Figure 1. Clock routing (run 1).
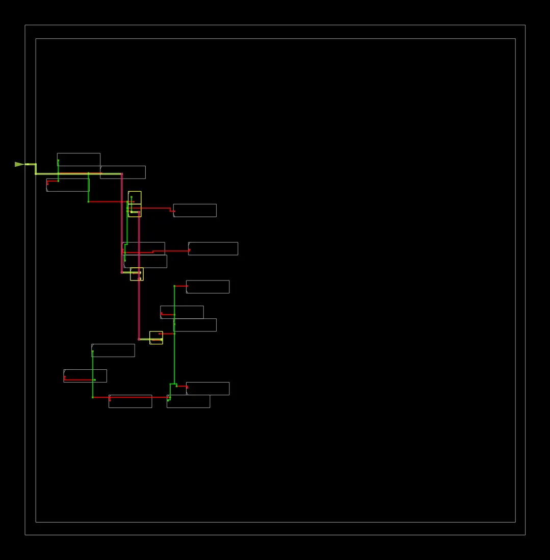
Figure 2. Routed metal per tile (run 1).
21 x 22 tiles, from dark blue (low) to red (high), scaled to the fullest tile. Values are wire area over tile area, all layers added.
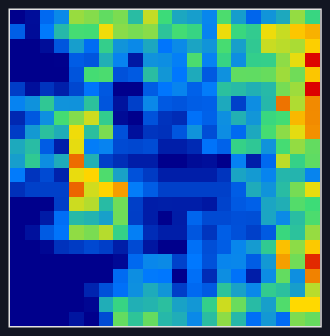
Figure 3. Sequential cells coloured by netlist name (run 1).
Other sequential cells in the stronger grey, the rest of the logic in the fainter grey.
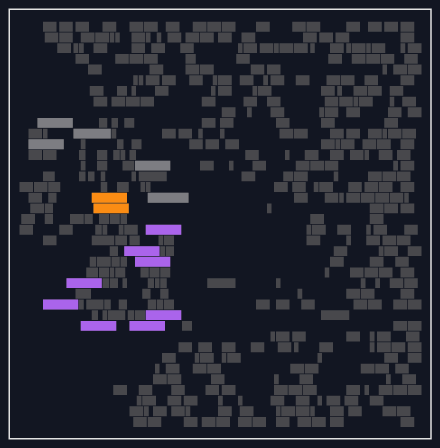
Figure 4. Cell classes on the final placement (run 1).
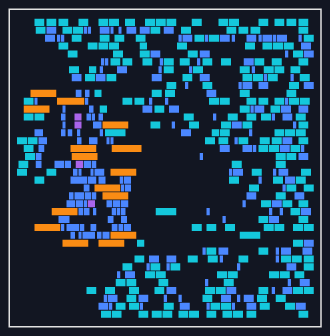
`src/rtl/wb_rr_arbiter.sv`:
```
// wb_rr_arbiter
//   Round-robin Wishbone arbiter: NUM_MASTERS masters share one master port.
//   One transfer per grant, a mandatory IDLE cycle between grants, and a
//   per-transfer watchdog that aborts a stalled slave with an ERR pulse.
module wb_rr_arbiter #(
    parameter int NUM_MASTERS = 2,
    parameter int AW          = 32,
    parameter int DW          = 32,
    parameter int TIMEOUT     = 255
) (
    input  logic                      clk,
    input  logic                      reset,
    input  logic [NUM_MASTERS-1:0]    m_STB,
    input  logic [NUM_MASTERS-1:0]    m_WE,
    input  logic [NUM_MASTERS*AW-1:0] m_ADDR,
    input  logic [NUM_MASTERS*DW-1:0] m_DAT_I,
    output logic [DW-1:0]             m_DAT_O,
    output logic [NUM_MASTERS-1:0]    m_ACK,
    output logic [NUM_MASTERS-1:0]    m_ERR,
    output logic                      s_STB,
    output logic                      s_WE,
    output logic [AW-1:0]             s_ADDR,
    output logic [DW-1:0]             s_DAT_O,
    input  logic [DW-1:0]             s_DAT_I,
    input  logic                      s_ACK,
    output logic [NUM_MASTERS-1:0]    grant,
    output logic                      busy
);

    localparam int IW = (NUM_MASTERS > 1) ? $clog2(NUM_MASTERS) : 1;
    // A width of $clog2(1)=0 is illegal, so a disabled timeout keeps a 1-bit counter.
    localparam int CW = (TIMEOUT > 0) ? $clog2(TIMEOUT + 1) : 1;

    localparam bit                     TO_EN     = (TIMEOUT > 0);
    localparam logic [CW-1:0]          CNT_LAST  = CW'((TIMEOUT > 0) ? TIMEOUT - 1 : 0);
    localparam logic [CW-1:0]          CNT_MAX   = '1;
    localparam logic [NUM_MASTERS-1:0] GRANT_ONE = NUM_MASTERS'(1);
    localparam logic [IW-1:0]          LAST_INIT = IW'(NUM_MASTERS - 1);

    typedef enum logic [1:0] {
        IDLE = 2'd0,
        BUS  = 2'd1,
        ERR  = 2'd2
    } state_t;

    state_t        state;
    logic [IW-1:0] gidx;       // index of the granted master, mirrors grant
    logic [IW-1:0] last;       // most recent winner; scanning starts just after it
    logic [CW-1:0] cnt;        // cycles spent in BUS without s_ACK

    logic          pick_valid;
    logic [IW-1:0] pick_idx;

    // Round-robin pick: first requester scanning upward from last+1, with wrap.
    always_comb begin
        // NOTE: every variable gets a default before any branch so no latch is inferred.
        pick_valid = 1'b0;
        pick_idx   = '0;
        for (int k = 0; k < NUM_MASTERS; k++) begin
            if (!pick_valid && m_STB[(int'(last) + 1 + k) % NUM_MASTERS]) begin
                pick_valid = 1'b1;
                pick_idx   = IW'((int'(last) + 1 + k) % NUM_MASTERS);
            end
        end
    end

    // Shared-port mux and ACK demux; everything is forced to 0 outside BUS.
    always_comb begin
        s_STB   = 1'b0;
        s_WE    = 1'b0;
        s_ADDR  = '0;
        s_DAT_O = '0;
        m_ACK   = '0;
        if (state == BUS) begin
            s_STB   = m_STB[gidx];
            s_WE    = m_WE[gidx];
            s_ADDR  = m_ADDR[gidx*AW +: AW];
            s_DAT_O = m_DAT_I[gidx*DW +: DW];
            m_ACK   = grant & {NUM_MASTERS{s_ACK}};
        end
    end

    // The ERR state lasts one cycle, so this is a single-cycle pulse to the granted master.
    assign m_ERR   = (state == ERR) ? grant : '0;
    // Read data is broadcast; a master only samples it together with its own m_ACK.
    assign m_DAT_O = s_DAT_I;

    // Arbitration FSM with registered grant and busy.
    always_ff @(posedge clk or posedge reset) begin
        if (reset) begin
            // NOTE: sequential state uses non-blocking assignments so all registers update together.
            state <= IDLE;
            grant <= '0;
            gidx  <= '0;
            last  <= LAST_INIT;
            cnt   <= '0;
            busy  <= 1'b0;
        end else begin
            case (state)
                IDLE: begin
                    if (pick_valid) begin
                        state <= BUS;
                        grant <= GRANT_ONE << pick_idx;
                        gidx  <= pick_idx;
                        last  <= pick_idx;
                        cnt   <= '0;
                        busy  <= 1'b1;
                    end
                end
                BUS: begin
                    if (s_ACK || !m_STB[gidx]) begin
                        // Completed, or the master gave up: release without ERR.
                        state <= IDLE;
                        grant <= '0;
                        busy  <= 1'b0;
                    end else if (TO_EN && cnt == CNT_LAST) begin
                        state <= ERR;
                    end else if (cnt != CNT_MAX) begin
                        cnt <= cnt + 1'b1;
                    end
                end
                ERR: begin
                    state <= IDLE;
                    grant <= '0;
                    busy  <= 1'b0;
                end
                default: begin
                    state <= IDLE;
                    grant <= '0;
                    busy  <= 1'b0;
                end
            endcase
        end
    end

endmodule

```
`config.mk`:
```
export PLATFORM = sky130hd
export DESIGN_NAME = wb_rr_arbiter
export DESIGN_NICKNAME = d
export VERILOG_FILES = /design/src/rtl/wb_rr_arbiter.sv
export SDC_FILE = /design/constraint.sdc
export NUM_CORES = 1
export LEC_CHECK = 0
export CORE_AREA = 2 2 105 107
export CTS_BUF_LIST = sky130_fd_sc_hd__clkbuf_4
export CTS_CLUSTER_SIZE = 12
export DETAILED_ROUTE_END_ITERATION = 8
export DIE_AREA = 0 0 107 109
export PLACE_DENSITY_LB_ADDON = 0.1
export SLEW_MARGIN = 5
export SYNTH_ARGS = -nofsm -noshare
export SYNTH_HDL_FRONTEND = slang
export SYNTH_SLANG_ARGS = --single-unit
```
`constraint.sdc`:
```
create_clock -name clk -period 3.3 [get_ports clk]
set_input_delay 0.825 -clock clk [delete_from_list [all_inputs] [get_ports clk]]
set_output_delay 0.825 -clock clk [all_outputs]
set_load 0.02 [all_outputs]
```
==> impl.org, run 1 <==
#+TITLE: Synthesis and PnR summary

** Final timing
- Setup repair after global routing left no endpoint under its margin.
- Post-layout min period :: 3.13 ns
- Worst path setup slack after routing :: 0.165 ns
- Maximum achievable frequency :: 319 MHz
- Across all checked pins, the minimum headroom to the slew limit is 0.610.
- Share of the cycle needed by the critical path after routing :: 0.950
- From the final report, the count of setup violators was given as 0.

** Global route
- The number of antenna violations at the first check in global routing is 0.
- Via count of the first global-routing pass :: 2404
- Wire length of the first global-routing pass :: 14100 microns
- Summed over all layers, the global routing overflow is 0.

** Job
- Number of violations of the max-capacitance limit :: 0

** Critical path
- Counting both buffers and inverters, the worst setup path holds a total of 2.
- According to the timing report, the arrival time at the worst endpoint equals 2.31 ns.
- Most numerous cell on the critical path :: clkdlybuf4s50_1
- STA classifies the critical path startpoint as an input port.
- STA classifies the critical path endpoint as an output port.
- Traced cell by cell, the critical path runs through clkdlybuf4s50_1, mux2i_1, nor2_1, clkdlybuf4s50_1.
- Critical path peak fanout :: 1

** Synth
- Yosys reg bits :: 15
- In this run the cell area of the synthesized design comes to 2040 sq um.
- Yosys reports a chip area of 2040 sq um.
- Synthesis instantiated 35 different standard cells from the library.
- Syn Area/Cell :: 7.62 sq um
- The cell count after synthesis came out at 268.

** Clocking
- TritonCTS built the clock tree.
- Buffers from clock root to sink, at most :: 2
- Post-CTS setup buffer count :: 0
- Per the CTS log, the maximum H-tree level is 1.
- TritonCTS reports the number of clock sinks as 15.
- Clock transition at the registers of the reported paths :: 0.09 ns
- Hold buffers post-CTS :: 0

** Place
- After legalization and detailed placement, the total HPWL measured 8260 microns.
- At the placement stage, the worst setup path has a slack of 0.112 ns.
- Post-Place Cells :: 575

** Drt
- Average vias per placed instance :: 4.32
- The wire length recorded after detailed routing is 9990 microns.
- First DRT Iteration DRCs :: 68

** Floorplan
- According to the floorplan report, the die height is 109 microns.
- Cell Rows :: 38
- According to the floorplan report, the total die area is 11700 sq um.

** Outcome
- The flow ran to the end, and the final reports show no timing, DRC or antenna violations.

** Final layout
- By instance count after routing, the leading logic cell type is clkdlybuf4s50_1.
- Synthesis-to-layout area growth :: 102%
- Share of final-layout standard cells stronger than drive strength 1 :: 0.0433

** Worst hold path
- Note that the worst hold path type here is reg -> reg.

** Pwr
- The worst-case IR drop observed on VDD is 301 uV.
Notes on Figure 1 above:
clock network power: 118 uW
clock tree skew after final layout: 0.000785 ns
insertion delay at the late pin of the worst-skew pair: 0.29 ns
TritonCTS Buffers: 3

Notes on Figure 2 above:
mean over tiles: 0.14
densest ninth of the die: upper right
emptiest ninth of the die: lower left
nearly empty tiles: 13%
overall via count from detail_route: 2500
Avg WL per Cell: 17.2 microns

Notes on Figure 3 above:
legend:
  orange:
    name_in_the_netlist: state
    sequential_cells: 2
  purple:
    name_in_the_netlist: cnt
    sequential_cells: 8
not coloured: 5

Notes on Figure 4 above:
legend:
  purple:
    class: clock drivers and dummy loads
    cells: 4
    share_of_their_area: 0.76%
  blue:
    class: all other logic
    cells: 204
    share_of_their_area: 34%
  cyan:
    class: other buffers and delay cells
    cells: 216
    share_of_their_area: 55%
  orange:
    class: flip-flops
    cells: 15
    share_of_their_area: 9.7%
sequential share of cell area: 0.0924
Layout Utilization: 0.388
final std cell area, no fill: 4120 sq um
Std-Cell Core Area: 10600 sq um

[run 1: final cells by class]
| class | instances | area (sq um) | area share |
|---|---|---|---|
| well taps | 140 | 175 | 0.0426 |
| repair buffers | 216 | 2180 | 0.529 |
| flip-flops and latches | 15 | 380 | 0.0924 |
| inverters | 3 | 11.3 | 0.00274 |
| clock buffers | 4 | 30.0 | 0.00729 |
| multi-input cells | 201 | 1340 | 0.326 |
[run 1: synthesized netlist by cell type (2+ instances only)]
library cell,n,area share
nor2_1,73,0.13
mux2i_1,66,0.32
buf_4,32,0.12
dfrtp_1,14,0.17
buf_2,8,0.020
nand2_1,8,0.015
buf_1,6,0.011
nand3_1,6,0.015
o21ai_0,5,0.012
a21oi_1,4,0.0098
and3_1,4,0.012
o211ai_1,4,0.015
a31oi_1,3,0.0092
clkbuf_1,3,0.0055
inv_1,3,0.0055
nand4_1,3,0.0092
nor3_1,3,0.0074
and3b_1,2,0.0086
ha_1,2,0.012
nor3_2,2,0.0098
o21a_1,2,0.0074
or3_1,2,0.0061
[run 1: registers in the layout, indices dropped and copies added (netlist names)]
signal	flops
busy	1
cnt	8
gidx	1
grant	2
last	1
state	2
[run 1: worst paths after layout]
| kind | startpoint | end | cells after the start |
|---|---|---|---|
| max in group asynchronous | reset | gidx$_DFFE_PP0P_ | 2 |
| max | m_DAT_I[43] | s_DAT_O[11] | 4 |
| min | last$_DFFE_PP1P_ | last$_DFFE_PP1P_ | 2 |
| min reg2reg | last$_DFFE_PP1P_ | last$_DFFE_PP1P_ | 2 |
| min in group asynchronous | reset | grant[1]$_DFFE_PP0P_ | 2 |
| max reg2reg | state[1]$_DFFE_PP0P_ | cnt[1]$_DFFE_PP0P_ | 5 |
[run 1: where the power goes]
part | switching, uW | internal, uW
Sequential | 146 | 255
Clock | 63.1 | 55.3
Combinational | 1050 | 1060
[run 1: worst reg2reg max path, stage by stage, from the launching register on]
cell and delay (ns):
dfrtp_1 0.44, nand2b_2 0.41, buf_12 0.28, or3_1 0.46
o21ai_4 0.26, mux2_1 0.35
[run 1: metrics by stage]
step | power [uW] | instance area (sq um)
5_1_grt | 2800 | 4120
3_3_place_gp | 2530 | 4090
2_1_floorplan | 1580 | 2040
4_1_cts | 2670 | 4120
6_report | 2630 | 4120
3_5_place_dp | 2540 | 4090
[run 1: per-layer routing]
metal  track usage  wire [microns]
met3        0.0508             940
met5             0               0
met1         0.183            3960
met4        0.0195              48
met2         0.282            5030
[run 1: kinds of logic (layout without fill, tap and decap cells)]
| kind of cell | Yosys count | in the layout | share of synthesized area |
|---|---|---|---|
| adders and majority gates | 2 | 2 | 0.0123 |
| buffers and inverters | 52 | 223 | 0.159 |
| DFF | 15 | 15 | 0.184 |
| and+or+nand+nor | 107 | 107 | 0.230 |
| muxes | 67 | 67 | 0.329 |
| AOI/OAI and AO/OA | 25 | 25 | 0.0852 |
==> run 2: changes to the inputs <==
- ABC_AREA: not set -> 1
- CORE_AREA: 2 2 105 107 -> not set
- CORE_MARGIN: not set -> 10
- CORE_UTILIZATION: not set -> 28
- DIE_AREA: 0 0 107 109 -> not set
- SKIP_LAST_GASP: not set -> 1
Figure 5. Clock routing (run 2).
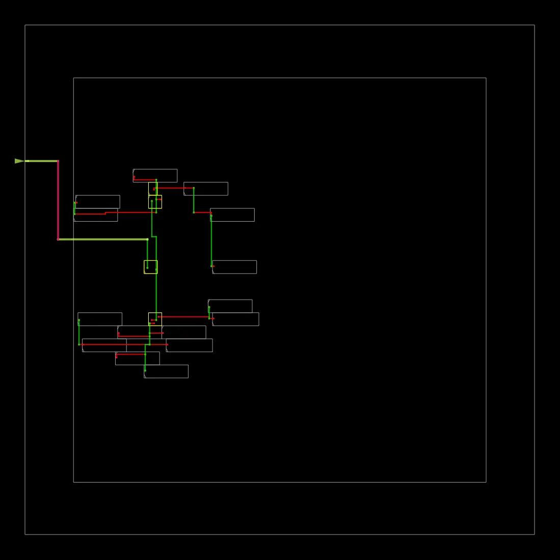
clock network power: 103 uW
clock tree skew after final layout: 0.000453 ns
CTS sink cnt: 15
total number of sequential cells: 15

==> run 2 against run 1 <==
Compared with the run above:
- sequential cell count unchanged
- register-to-register slack better by 0.57 ns
- maximum frequency up 2.8%
- first-iteration DRC count up 120%
- worst setup slack better by 0.085 ns
- sequential share of layout area up 0.18 points
- global-route usage up 3.7 points
- highest routed layer unchanged
==> impl.org, run 2 <==
#+TITLE: Synthesis and PnR summary

** Outcome
- Outcome: finished clean (unchanged).

** Final layout
- Largest registers in the final layout: cnt: 8 flops, grant: 2 flops, state: 2 flops (unchanged).
- The most frequent logic cell in the layout is clkdlybuf4s50_1 (unchanged).
- Synthesis-to-layout area growth :: 92.7% (was 102%)
- Combinational gate area :: 1290 sq um (was 1340 sq um)
- Share of final-layout standard cells stronger than drive strength 1 :: 0.0404 (was 0.0433)

** Drt
- The mean routed wirelength per cell came to 18.3 microns (was 17.2 microns).
- Overall via count from detail_route :: 2998 (was 2500)
- First DRT Iteration DRCs :: 149 (was 68)

** Synth
- Cell types with the largest area share after synthesis: nand2_1, dfrtp_1, a21oi_1 (was mux2i_1, dfrtp_1, nor2_1).
- The Yosys chip area was 2080 sq um (was 2040 sq um).
- The mean cell area of the mapped netlist is 5.44 sq um (was 7.62 sq um).
- Adder-cell share of the synthesized area :: 0.0120 (was 0.0123)
- Area fraction in mux cells :: 0 (was 0.329)
- Top logic cell family in the synthesized netlist :: simple AND/OR/NAND/NOR gates (was multiplexers)
- Post-Synth Simple-Gate Area :: 0.439 (was 0.230)
- XOR/XNOR Area Share :: 0 (unchanged)
- Most frequent cells after synthesis :: nand2_1, a21oi_1, buf_4 (was nor2_1, mux2i_1, buf_4)
- Top-count cell post-synth :: nand2_1 (was nor2_1)

** Floorplan
- Die Size :: 11300 sq um (was 11700 sq um)

** Clocking
- Buffers from clock root to sink, at most :: 2 (unchanged)
- The clock transition at the register clock pins on the worst setup and hold paths after CTS is 0.09 ns (about the same).
- Insertion delay at the late pin of the worst-skew pair :: 0.28 ns (was 0.29 ns)
- The H-tree depth came to 1 (unchanged).
- Post-CTS setup buffer count :: 0 (unchanged)

** Place
- The number of placed cells counting well taps came to 640 (was 575).

** Worst hold path
- The number of cells on the worst hold path was 2 (unchanged).

** Critical path
- The kind of end point of the critical path is an output port (unchanged).
- The cell depth of the worst flop-to-flop path came to 7 (was 5).
Figure 6. Cell classes on the final placement (run 2).
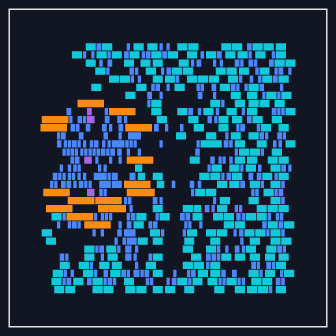
legend:
  purple:
    class: clock drivers and dummy loads
    cells: 4
    share_of_their_area: 0.71%
  cyan:
    class: other buffers and delay cells
    cells: 212
    share_of_their_area: 55%
  orange:
    class: flip-flops
    cells: 15
    share_of_their_area: 9.7%
  blue:
    class: all other logic
    cells: 314
    share_of_their_area: 35%
sequential share of cell area: 0.0942
Std-Cell Core Area: 7250 sq um
final std cell area, no fill: 4010 sq um

## run 2: layer usage
layer / up-vias / GRT usage / wire (microns) / share of wire
li1: 1509 / - / - / -
met2: 121 / 0.343 / 5970 / 0.51
met4: 0 / 0.0213 / 16 / 0.0014
met3: 2 / 0.0622 / 1030 / 0.088
met5: - / 0 / 0 / 0
met1: 1366 / 0.225 / 4750 / 0.40
## run 2: cell type report
type	instances	share of cell area
inverter	18	0.0168
multi-input combinational	296	0.322
timing repair buffer	212	0.529
clock inverter	1	0.00125
tap	99	0.0309
sequential	15	0.0942
clock buffer	3	0.00561
## run 2: path summary, 6_finish.rpt
path	end	slack, ns	from
max	s_ADDR[24]	0.25	m_ADDR[56]
min	last$_DFFE_PP1P_	0.49	last$_DFFE_PP1P_
max reg2reg	cnt[4]$_DFFE_PP0P_	1.57	gidx$_DFFE_PP0P_
min reg2reg	last$_DFFE_PP1P_	0.49	last$_DFFE_PP1P_
max in group asynchronous	gidx$_DFFE_PP0P_	1.99	reset
min in group asynchronous	busy$_DFFE_PP0P_	0.90	reset
## run 2: report_power, final
group / internal, uW / switching [uW]
registers: 242 / 53.1
clock network: 44.9 / 57.6
logic: 1030 / 1450
total: 1320 / 1560
## run 2: logic make-up after synthesis
family / after synthesis
simple gates: 223
flops: 15
compound gates: 71
buf+inv: 72
fa+ha+maj: 2
## run 2: critical path, cell delays in order
cell             delay (ns)
clkdlybuf4s50_1        0.46
nand2_1                0.05
a21oi_1                0.24
clkdlybuf4s50_1        0.66
## run 2: through the flow
stage          power [uW]  cell area, sq um  setup WS (ns)
2_1_floorplan        1700              2080           1.11
3_3_place_gp         2790              3990          0.231
3_5_place_dp         2800              3990          0.245
4_1_cts              2920              4010          0.248
5_1_grt              3080              4010          0.110
6_report             2880              4010          0.251
No activity file was given, so power comes from the tool's default toggle rates.
